$ cat config.mk
export PLATFORM = sky130hd
export DESIGN_NAME = add_float_p
export DESIGN_NICKNAME = d
export VERILOG_FILES = /design/src/rtl/add_float_pkg.sv /design/src/rtl/float_shreg.sv /design/src/rtl/add_float_p.sv
export SDC_FILE = /design/constraint.sdc
export NUM_CORES = 1
export LEC_CHECK = 0
export ABC_AREA = 1
export CAP_MARGIN = 10
export CORE_MARGIN = 4
export CORE_UTILIZATION = 54
export CTS_CLUSTER_DIAMETER = 120
export DETAILED_ROUTE_END_ITERATION = 6
export PLACE_DENSITY_LB_ADDON = 0.2
export RECOVER_POWER = 25
export SLEW_MARGIN = 0
export SYNTH_ARGS = -nofsm -noshare
export SYNTH_HDL_FRONTEND = slang
export SYNTH_HIERARCHICAL = 1
export SYNTH_SLANG_ARGS = --single-unit
export TNS_END_PERCENT = 20
$ cat constraint.sdc
create_clock -name clk -period 3.9 [get_ports clk]
set_clock_uncertainty 0.05 [all_clocks]
set_input_delay 0.39 -clock clk [delete_from_list [all_inputs] [get_ports clk]]
set_output_delay 0.39 -clock clk [all_outputs]
set_load 0.01 [all_outputs]
$ cat src/rtl/add_float_pkg.sv
// add_float_pkg: shared definitions for the bit-serial floating-point adder.
//   state_t        - controller state encoding
//   calc_w()       - word width from exponent/mantissa split
//   calc_bias()    - exponent bias for a given exponent width
//   exp_saturated()- true when a (widened) exponent reaches the all-ones code
package add_float_pkg;

  typedef enum logic [3:0] {
    S_IDLE   = 4'd0,
    S_LOAD_A = 4'd1,
    S_LOAD_B = 4'd2,
    S_UNPACK = 4'd3,
    S_ALIGN  = 4'd4,
    S_ADD    = 4'd5,
    S_NORM   = 4'd6,
    S_PACK   = 4'd7,
    S_OUT    = 4'd8,
    S_DONE   = 4'd9
  } state_t;

  function automatic int calc_w(input int exp_w, input int man_w);
    return 1 + exp_w + man_w;
  endfunction

  function automatic int calc_bias(input int exp_w);
    return (1 << (exp_w - 1)) - 1;
  endfunction

  // Exponent is carried one bit wider than the field so that a normalising
  // carry past the largest finite exponent is still visible here.
  function automatic logic exp_saturated(input logic [12:0] e, input int exp_w);
    return e >= 13'((1 << exp_w) - 1);
  endfunction

endpackage

$ cat src/rtl/float_shreg.sv
// float_shreg: N-bit shift register, MSB-first.
//   clk, reset     - clock, asynchronous active-low reset
//   i_shift        - shift left one place, i_serial entering at bit 0
//   i_load         - parallel load of i_d (has priority over shift)
//   o_serial       - current MSB
//   o_q            - parallel contents
module float_shreg #(
  parameter int N = 8
) (
  input  logic         clk,
  input  logic         reset,
  input  logic         i_shift,
  input  logic         i_load,
  input  logic         i_serial,
  input  logic [N-1:0] i_d,
  output logic         o_serial,
  output logic [N-1:0] o_q
);

  logic [N-1:0] r_q;

  always_ff @(posedge clk or negedge reset) begin
    if (!reset)       r_q <= '0;
    else if (i_load)  r_q <= i_d;
    else if (i_shift) r_q <= {r_q[N-2:0], i_serial};
  end

  assign o_serial = r_q[N-1];
  assign o_q      = r_q;

endmodule

$ cat src/rtl/add_float_p.sv
// add_float_p: bit-serial floating-point adder/subtractor.
//   clk, reset - clock, asynchronous active-low reset
//   go         - active-low start, sampled in IDLE; sub latched with it
//   inpab      - serial operands, A then B, MSB first
//   shift      - high while out_c carries a result bit (W cycles)
//   out_c      - serial result, MSB first
//   over/under - exponent overflow / underflow of the last result
//   done       - one-cycle pulse after the last result bit
module add_float_p
  import add_float_pkg::*;
#(
  parameter int EXP_W = 8,
  parameter int MAN_W = 23
) (
  input  logic clk,
  input  logic reset,
  input  logic go,
  input  logic sub,
  input  logic inpab,
  output logic shift,
  output logic out_c,
  output logic over,
  output logic under,
  output logic done
);

  localparam int W  = calc_w(EXP_W, MAN_W);
  localparam int CW = $clog2(W + 1);
  localparam logic [CW-1:0]  CNT_LAST = CW'(W - 1);
  localparam logic [CW-1:0]  CNT_ONE  = CW'(1);
  localparam logic [EXP_W:0] EXP_ONE  = (EXP_W + 1)'(1);

  state_t              r_state, w_next;
  logic [CW-1:0]       r_cnt;
  logic                r_sub, r_sign, r_eff_add, r_over, r_under;
  logic [EXP_W:0]      r_exp;
  logic [MAN_W:0]      r_big_sig, r_sml_sig;
  logic [MAN_W+1:0]    r_sum;

  logic [2*W-1:0]      w_ops;
  logic [W-1:0]        w_a, w_b, w_res_word, w_res_q;
  logic                w_ops_so, w_res_msb;
  logic [EXP_W-1:0]    w_ea, w_eb, w_big_e, w_sml_e, w_diff;
  logic [MAN_W:0]      w_a_sig, w_b_sig;
  logic                w_a_neg, w_b_neg, w_a_big, w_far, w_ovf;
  logic [MAN_W+1:0]    w_sum;

  float_shreg #(.N(2 * W)) u_ops (
    .clk      (clk),
    .reset    (reset),
    .i_shift  (r_state == S_LOAD_A || r_state == S_LOAD_B),
    .i_load   (1'b0),
    .i_serial (inpab),
    .i_d      ('0),
    .o_serial (w_ops_so),
    .o_q      (w_ops)
  );

  float_shreg #(.N(W)) u_res (
    .clk      (clk),
    .reset    (reset),
    .i_shift  (r_state == S_OUT),
    .i_load   (r_state == S_PACK),
    .i_serial (1'b0),
    .i_d      (w_res_word),
    .o_serial (w_res_msb),
    .o_q      (w_res_q)
  );

  logic w_unused;
  assign w_unused = ^{w_ops_so, w_res_q};

  // Unpack: zero exponent flushes the significand (and hidden bit) to zero.
  assign w_a     = w_ops[2*W-1:W];
  assign w_b     = w_ops[W-1:0];
  assign w_ea    = w_a[W-2:MAN_W];
  assign w_eb    = w_b[W-2:MAN_W];
  assign w_a_sig = (w_ea != '0) ? {1'b1, w_a[MAN_W-1:0]} : '0;
  assign w_b_sig = (w_eb != '0) ? {1'b1, w_b[MAN_W-1:0]} : '0;
  assign w_a_neg = w_a[W-1];
  assign w_b_neg = w_b[W-1] ^ r_sub;
  assign w_a_big = {w_ea, w_a_sig} >= {w_eb, w_b_sig};
  assign w_big_e = w_a_big ? w_ea : w_eb;
  assign w_sml_e = w_a_big ? w_eb : w_ea;
  assign w_diff  = w_big_e - w_sml_e;
  assign w_far   = int'(w_diff) > MAN_W;

  assign w_sum = r_eff_add ? ({1'b0, r_big_sig} + {1'b0, r_sml_sig})
                           : ({1'b0, r_big_sig} - {1'b0, r_sml_sig});

  // Zero and underflow results arrive here with exponent and sum cleared.
  assign w_ovf      = exp_saturated(13'(r_exp), EXP_W);
  assign w_res_word = w_ovf ? {r_sign, {EXP_W{1'b1}}, {MAN_W{1'b0}}}
                            : {r_sign, r_exp[EXP_W-1:0], r_sum[MAN_W-1:0]};

  always_ff @(posedge clk or negedge reset) begin
    if (!reset) r_state <= S_IDLE;
    else        r_state <= w_next;
  end

  always_comb begin
    w_next = r_state;
    case (r_state)
      S_IDLE:   if (!go) w_next = S_LOAD_A;
      S_LOAD_A: if (r_cnt == CNT_LAST) w_next = S_LOAD_B;
      S_LOAD_B: if (r_cnt == CNT_LAST) w_next = S_UNPACK;
      S_UNPACK: w_next = (w_far || w_diff == '0) ? S_ADD : S_ALIGN;
      S_ALIGN:  if (r_cnt == CNT_ONE) w_next = S_ADD;
      S_ADD: begin
        if (w_sum == '0)                          w_next = S_PACK;
        else if (w_sum[MAN_W+1] || !w_sum[MAN_W]) w_next = S_NORM;
        else                                      w_next = S_PACK;
      end
      S_NORM: begin
        if (r_sum[MAN_W+1] || r_sum[MAN_W])         w_next = S_PACK;
        else if (r_exp <= EXP_ONE || r_sum[MAN_W-1]) w_next = S_PACK;
      end
      S_PACK:   w_next = S_OUT;
      S_OUT:    if (r_cnt == CNT_LAST) w_next = S_DONE;
      S_DONE:   w_next = S_IDLE;
      default:  w_next = S_IDLE;
    endcase
  end

  always_comb begin
    shift = (r_state == S_OUT);
    out_c = (r_state == S_OUT) & w_res_msb;
    done  = (r_state == S_DONE);
    over  = r_over;
    under = r_under;
  end

  always_ff @(posedge clk or negedge reset) begin
    if (!reset) begin
      r_cnt     <= '0;
      r_sub     <= 1'b0;
      r_sign    <= 1'b0;
      r_eff_add <= 1'b0;
      r_over    <= 1'b0;
      r_under   <= 1'b0;
      r_exp     <= '0;
      r_big_sig <= '0;
      r_sml_sig <= '0;
      r_sum     <= '0;
    end else begin
      case (r_state)
        S_IDLE: if (!go) begin
          r_cnt   <= '0;
          r_sub   <= sub;
          r_over  <= 1'b0;
          r_under <= 1'b0;
        end
        S_LOAD_A, S_LOAD_B: r_cnt <= (r_cnt == CNT_LAST) ? '0 : r_cnt + CNT_ONE;
        S_UNPACK: begin
          r_big_sig <= w_a_big ? w_a_sig : w_b_sig;
          r_sml_sig <= w_far ? '0 : (w_a_big ? w_b_sig : w_a_sig);
          r_sign    <= w_a_big ? w_a_neg : w_b_neg;
          r_eff_add <= (w_a_neg == w_b_neg);
          r_exp     <= {1'b0, w_big_e};
          r_cnt     <= CW'(w_diff);
        end
        S_ALIGN: begin
          r_sml_sig <= r_sml_sig >> 1;
          r_cnt     <= r_cnt - CNT_ONE;
        end
        S_ADD: begin
          r_sum <= w_sum;
          if (w_sum == '0) begin
            r_sign <= 1'b0;
            r_exp  <= '0;
          end
        end
        S_NORM: begin
          if (r_sum[MAN_W+1]) begin
            r_sum <= r_sum >> 1;
            r_exp <= r_exp + EXP_ONE;
          end else if (!r_sum[MAN_W]) begin
            if (r_exp <= EXP_ONE) begin
              // A further left shift would need exponent 0: flush to signed zero.
              r_under <= 1'b1;
              r_exp   <= '0;
              r_sum   <= '0;
            end else begin
              r_sum <= r_sum << 1;
              r_exp <= r_exp - EXP_ONE;
            end
          end
        end
        S_PACK: begin
          r_over <= w_ovf;
          r_cnt  <= '0;
        end
        S_OUT:  r_cnt <= r_cnt + CNT_ONE;
        default: ;
      endcase
    end
  end

endmodule
==> out/metrics.cfg, run 1 <==
[floorplanning]
die_y_um=167
n_tap_cell=324
die_x_um=167
fp_util_pct=55.4
ios=10
row_count=57
core_um2=24500
die-area_um2=27800

[cells_and_area]
comb_share_pct=52.2
clk_share_pct=3.83
nonClkBufAreaFrac_pct=5.97
fin_area_um2=15600
area_delta_synth_final_pct=14.5
ff_count=193
logic_gates=1496
regArea_um2=4830
seq_area_share_pct=31.0
layout_top_cell=nand2_1
clkbuf_count=18
fill_cells=2203
comb_area_um2=8130
dominant_cells=logic gates
final_core_util_pct=63.4
layout-drive-gt1-share_pct=13.0
mostFrequentLayoutCells=525 x nand2_1, 248 x nand3_1, 193 x dfrtp_1
inv_count=180
diodes=0
fin_cells=2336
n_all_buffers=111
nets=2070

[grt]
grt_first_pass_wirelength_um=59600
grt.overflow.total=0
grt_pass1_vias=12077
antenna_found_initial=0
grt_max_degree=109

[cts]
cts_resized=40
cts.htree.levels=4
cts_tree=done
clkTransAtPathRegs_ns=0.07
cts_setup_buffers=9
cts.sinks=193
clock-root-buffer=clkbuf_16
hold_buffers=0
clk_latency_ns=0.45
numCtsBuffers=17
cts_buffer_depth=2

[job]
drv_cap=1
warnings=34

[synth]
synth_area_um2=13600
syn_inst=1888
syn_avg_cell_area_um2=7.20
yosysWarnings=6

[sta]
slew_viol_final=107
tightest_slew_ns=2.82
max_freq_ghz=0.242
fin_crit_ns=4.13
layout_setup_ws_ns=-0.229
maxSlewHeadroom_pct=-88.1
period_used_pct=106
setup_viol=12
holdWs_ns=0.437
tns_ns=-2.29
rsz0062_at_grt=yes
hold_viol_final=0

[worst_hold_path]
hp-class=reg2reg
holdPathStages=2
min_to=u_res/o_q[13]
holdCritStartpoint=u_res/o_q[13]

[setup_path]
crit_path_end_kind=flop
cp_max_fo=5
crit_required_ns=4.17
reg2reg_slack_ns=-0.23
endpoint=r_exp[7]
cp_cell_sequence=nor4_2 -> buf_4 -> nand2_1 -> nor3_2 -> nand3_1 -> nor3_2 -> nand3_2 -> nor3_4 -> or2_4 -> xor2_1 -> ha_1 -> a21o_1 -> a31oi_1 -> buf_4 -> nand2_4 -> nand2_2 -> nand2_2 -> xor2_2 -> nor2_2 -> nand4_4 -> nand2_8 -> nand2_8 -> nor2_4 -> a21oi_2
setup.worst_path.start=r_sml_sig[3]
crit_arrival_ns=4.40
crit_buf_inv=2
r2r_start=r_sml_sig[3]
cp_top_family=simple AND/OR/NAND/NOR gates
cp-start-kind=flop
critical_path_class=reg2reg
r2r_cells=24
critPathSlowestCell=dfrtp_1
slowest_delay_ns=0.39
rr_endpoint=r_exp[7]
worstSetupPathDepth=24

[routing]
first_iter_violations=1214
dr.pass1.iters=5
m1WireLength_um=16800
avgViaCountPerCell=5.46
drc=0
maxUsedRoutingLayer=met4
postRouteAntennaNets=0
wl_met2_um=16100
dr_wl_met3_um=1400

[placement]
place_area_um2=14500
dp_cells=2289
pre_cts_slack_ns=-0.310
place_congestion=0.895
io_buffers=9
hpwl_um=25000

[status]
violations=max-capacitance violations, max-slew violations, negative setup slack
run_status=finished with violations

==> run 1: registers in the layout, summed over array words and instances (netlist names) <==
register   cells
r_sign         1
u_res/o_q     32
r_sub          1
r_state        4
u_ops/o_q     64
r_sum         25
under          1
r_sml_sig     24
r_big_sig     24
over           1
r_exp          9
r_cnt          6
r_eff_add      1
==> run 1: worst min-delay path, cell delays in order, from the launching register on <==
cell,delay (ns)
dfrtp_1,0.35
nand2_1,0.05
nand3_1,0.05
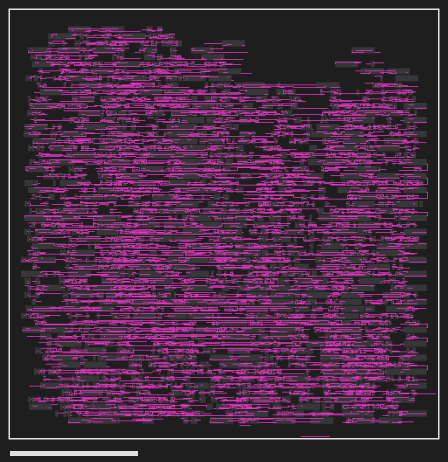
run_1/layer_met1.png
Scale bar: 50 um.
wire length on this layer: 16800 um
longest straight run: 48.3 um
share of all routed wire: 48%
main direction: horizontal
Vias: 12754
M1 GR Usage: 36.8%
final WL: 34800 um

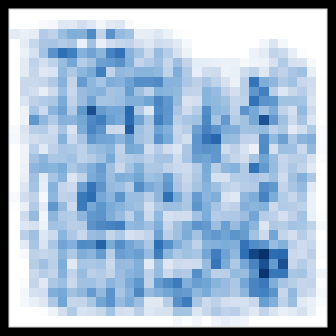
run_1/metal_density.png
33 x 33 tiles, from white (low) to dark blue (high), scaled to the fullest tile. Values are wire area over tile area, all layers added.
tiles over half the peak: 17%
densest ninth of the die: middle
emptiest ninth of the die: top right

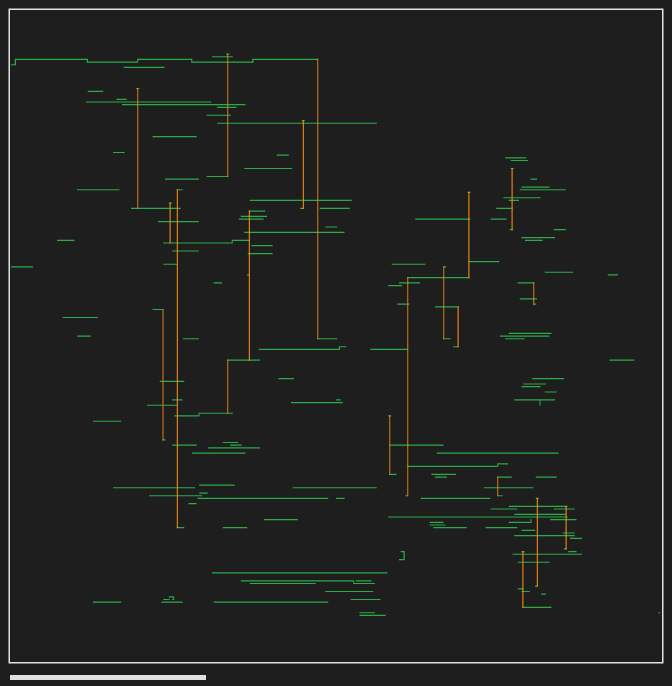
run_1/wires.png
Scale bar: 50 um. Only two layers are drawn.
| color | layer | wire length |
|---|---|---|
| green | metal 3 | 1400 um |
| orange | metal 4 | 532 um |
WL/cell: 14.9 um
all-layer global routing usage: 25.2%

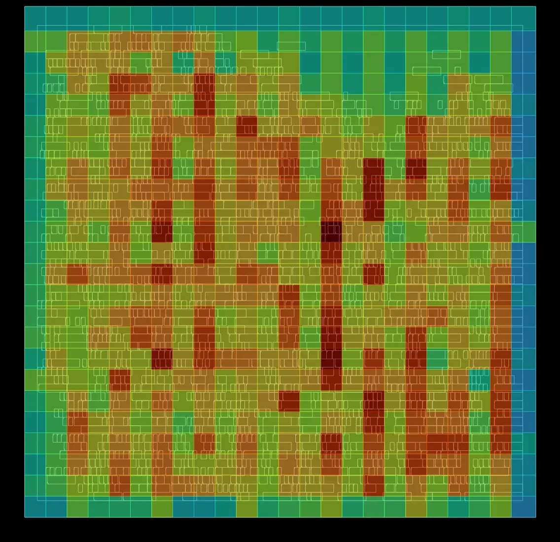
run_1/congestion.png
GRT met2 Usage: 40.5%
grt peak-use layer: met2
met3 GRT Util: 3.06%

## Run 2: what changed since run 1
Settings changed: CORE_UTILIZATION 54 to 58, PLACE_DENSITY set to 0.77, PLACE_DENSITY_LB_ADDON 0.2 to not set.
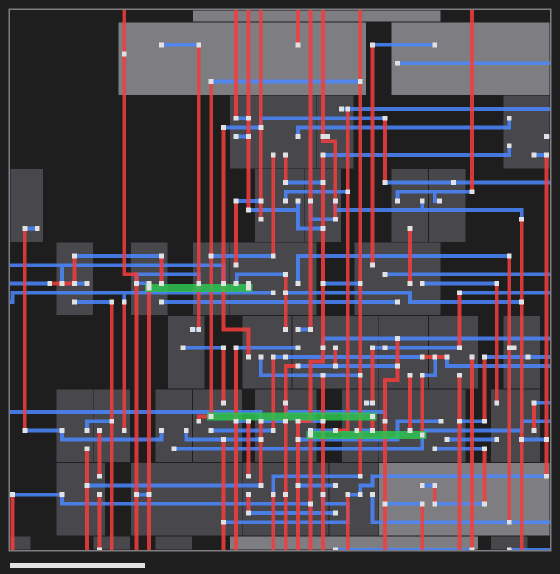
run_2/detail.png
Scale bar: 5 um. Region (111, 111) to (131, 131) um. Cells in gray, sequential cells in the stronger gray; small squares are vias.
| color | layer |
|---|---|
| red | metal 2 |
| blue | metal 1 |
| green | metal 3 |
sequential cells in the window: 3
cells with their middle in the window: 33
most frequent: inv_1 (5), nand2_1 (5), a21oi_1 (4)
netlist names of flops here include: `r_sum` (3)

==> out/metrics.cfg, run 2 <==
[status]
run_status=finished with violations
violations=max-capacitance violations, max-slew violations, negative setup slack

[setup_path]
critical_path_class=reg2reg
cp_max_fo=5
rr_endpoint=r_exp[6]
cp-start-kind=flop
setup.worst_path.start=r_sml_sig[4]
worstSetupPathDepth=25
crit_buf_inv=1
r2r_cells=25
critPathSlowestCell=dfrtp_1
endpoint=r_exp[6]
crit_required_ns=4.18
crit_path_end_kind=flop
reg2reg_slack_ns=-0.23
slowest_delay_ns=0.40
cp_top_family=simple AND/OR/NAND/NOR gates
crit_arrival_ns=4.41
r2r_start=r_sml_sig[4]

[routing]
wl_um=37400
first_iter_violations=1483
wl_met2_um=17900
dr_wl_met3_um=2030
drc=0
m1WireLength_um=16500
maxUsedRoutingLayer=met4
dr.pass1.iters=6
postRouteAntennaNets=0
avgViaCountPerCell=5.68
route.vias.total=13332

[worst_hold_path]
hp-class=reg2reg
holdCritStartpoint=u_res/o_q[10]
min_to=u_res/o_q[10]
holdPathStages=2

[sta]
slew_viol_final=104
hold_viol_final=0
period_used_pct=106
setup_viol=11
max_freq_ghz=0.242
rsz0062_at_grt=yes
tightest_slew_ns=2.76
maxSlewHeadroom_pct=-83.8
layout_setup_ws_ns=-0.229
fin_crit_ns=4.13
holdWs_ns=0.438
tns_ns=-2.10

[cts]
numCtsBuffers=17
cts.htree.levels=4
clock-root-buffer=clkbuf_16
cts_resized=25
cts.sinks=193
hold_buffers=0
cts_tree=done
clkTransAtPathRegs_ns=0.08
cts_setup_buffers=7
clk_latency_ns=0.44
cts_buffer_depth=2

[cells_and_area]
fin_cells=2346
area_delta_synth_final_pct=20.4
fin_area_um2=16400
mostFrequentLayoutCells=488 x nand2_1, 241 x nand3_1, 193 x dfrtp_1
diodes=0
nets=2091
layout_top_cell=nand2_1
layout-drive-gt1-share_pct=18.4
largest_reg_flops=64

[floorplanning]
ios=10
die_y_um=161
die-area_um2=25900
row_count=55
die_x_um=161
core_um2=22800
fp_util_pct=59.5

[placement]
place_area_um2=14600
pre_cts_slack_ns=-0.253
dp_cells=2286
place_congestion=0.950
hpwl_um=24900
io_buffers=9

[grt]
antenna_found_initial=0
grt.overflow.total=0
gr-max-usage-layer=met2
grt_max_degree=105
met3_usage_pct=2.83
grt_first_pass_wirelength_um=58700
grt_pass1_vias=12102

[synth]
yosysWarnings=6
syn_inst=1888
syn_avg_cell_area_um2=7.20
synth_area_um2=13600

[job]
drv_cap=1
warnings=34

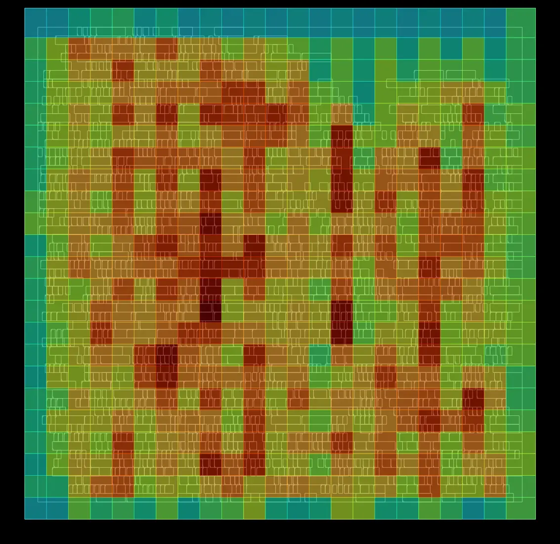
run_2/congestion.png
all-layer global routing usage: 26.7%
Util after Layout: 71.6%
M1 GR Usage: 38.6%
GRT met2 Usage: 43.6%
WL/cell: 16.0 um

-- run 2: netlist changes by cell type in the layout (fill, tap and decap cells not counted), moves of 17 or more --
cell,change
nand2_1,-37
ha_1,-17
nand2_2,+26
inv_1,-18
inv_2,+18
-- run 2: cell type report --
type	instances	area, um^2
clock buffer	18	429
sequential	193	4830
fill	1800	6490
inverter	180	681
tap	313	392
multi-input combinational	1496	8660
clock inverter	14	168
timing repair buffer	132	1200
## Run 3: what changed since run 2
Settings changed: CORE_UTILIZATION 58 to 50, PLACE_DENSITY 0.77 to 0.68.
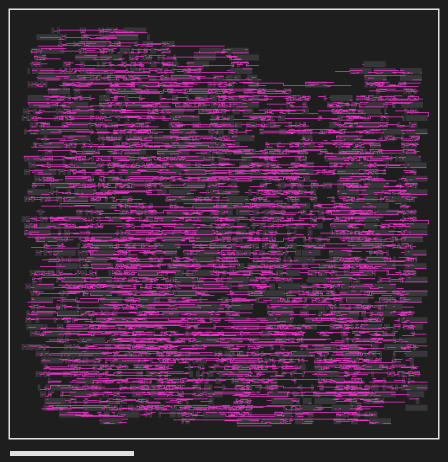
run_3/layer_met1.png
Scale bar: 50 um.
longest straight run: 52.9 um
nets with wire on the layer: 1956

==> out/metrics.cfg, run 3 <==
[sta]
tightest_slew_ns=2.72
max_freq_ghz=0.246
slew_viol_final=104
holdWs_ns=0.436
setup_viol=11
fin_crit_ns=4.07
hold_viol_final=0
maxSlewHeadroom_pct=-81.2
layout_setup_ws_ns=-0.173
rsz0062_at_grt=yes
period_used_pct=104

[cells_and_area]
clk_share_pct=3.80
n_all_buffers=126
comb_area_um2=8020
seq_area_share_pct=31.0
comb_share_pct=51.5
layout-drive-gt1-share_pct=12.5
ff_count=193
inv_count=180
layout_top_cell=nand2_1
regArea_um2=4830
logic_gates=1495
largest_reg_flops=64
area_delta_synth_final_pct=14.6
nonClkBufAreaFrac_pct=6.66
nets=2084
mostFrequentLayoutCells=537 x nand2_1, 247 x nand3_1, 193 x dfrtp_1
final_core_util_pct=58.0
fill_cells=2556
diodes=0
clkbuf_count=18
dominant_cells=logic gates

[setup_path]
critical_path_class=reg2reg
crit_buf_inv=4
cp-start-kind=flop
cp_max_fo=4
cp_top_family=simple AND/OR/NAND/NOR gates
crit_required_ns=4.19
crit_arrival_ns=4.37
reg2reg_slack_ns=-0.17
crit_path_end_kind=flop
critPathSlowestCell=dfrtp_1
slowest_delay_ns=0.39
cp_common_cell=nor3_4

[floorplanning]
die-area_um2=29900
die_x_um=173
core_um2=26900
fp_util_pct=50.6
die_y_um=173
ios=10
row_count=60
n_tap_cell=341

[grt]
met3_usage_pct=2.89
gr-max-usage-layer=met2
grt_pass1_vias=12019
grt_use_met1_pct=34.7
grt.overflow.total=0
use_met2_pct=37.0
grt_max_degree=105
grt_first_pass_wirelength_um=59600
antenna_found_initial=0
grt_usage_pct=23.4

[cts]
clock-root-buffer=clkbuf_16
cts.htree.levels=4
cts.sinks=193
numCtsBuffers=17
clkTransAtPathRegs_ns=0.09
hold_buffers=0
cts_setup_buffers=5
cts_buffer_depth=2
cts_tree=done
clk_latency_ns=0.45
cts_resized=31

[placement]
place_congestion=0.941
pre_cts_slack_ns=-0.376
hpwl_um=25300
io_buffers=9

[routing]
routedWlPerCell_um=14.9
dr.pass1.iters=5
avgViaCountPerCell=5.39
postRouteAntennaNets=0
drc=0
dr_wl_met3_um=1090
maxUsedRoutingLayer=met4
m1WireLength_um=17500
wl_met2_um=16300
first_iter_violations=963
route.vias.total=12747
wl_um=35400

[synth]
synth_area_um2=13600
yosysWarnings=6
syn_avg_cell_area_um2=7.20
syn_inst=1888

[job]
drv_cap=1
warnings=34

[status]
run_status=finished with violations
violations=max-capacitance violations, max-slew violations, negative setup slack

[worst_hold_path]
hp-class=reg2reg

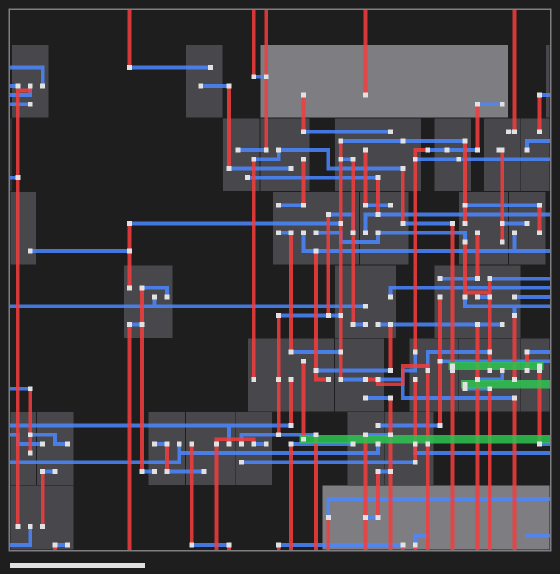
run_3/detail.png
Scale bar: 5 um. Region (120, 120) to (140, 140) um. Cells in gray, sequential cells in the stronger gray; small squares are vias.
| color | layer |
|---|---|
| red | metal 2 |
| blue | metal 1 |
| green | metal 3 |
sequential cells in the window: 2
most frequent: o21ai_0 (5), inv_1 (4), nand2_1 (4)
netlist names of flops here include: `r_sum` (2)
cells with their middle in the window: 30

[run 3: metrics by stage]
stage / TNS (ns) / area (um^2) / std cells
floorplan: 0 / 13800 / 1955
global placement: -2.64 / 14700 / 2324
detailed placement: -3.78 / 14700 / 2324
CTS: -0.224 / 15500 / 2363
global route: -10.71 / 15600 / 2367
finish: -1.51 / 15600 / 2367
[run 3: worst paths after layout]
path                                from             to  cells past startpoint
max                         r_sml_sig[3]       r_exp[2]                     27
min                        u_res/o_q[21]  u_res/o_q[21]                      2
max reg2reg                 r_sml_sig[3]       r_exp[2]                     27
min reg2reg                u_res/o_q[21]  u_res/o_q[21]                      2
max in group asynchronous          reset   r_big_sig[0]                      1
min in group asynchronous          reset       r_exp[2]                      1
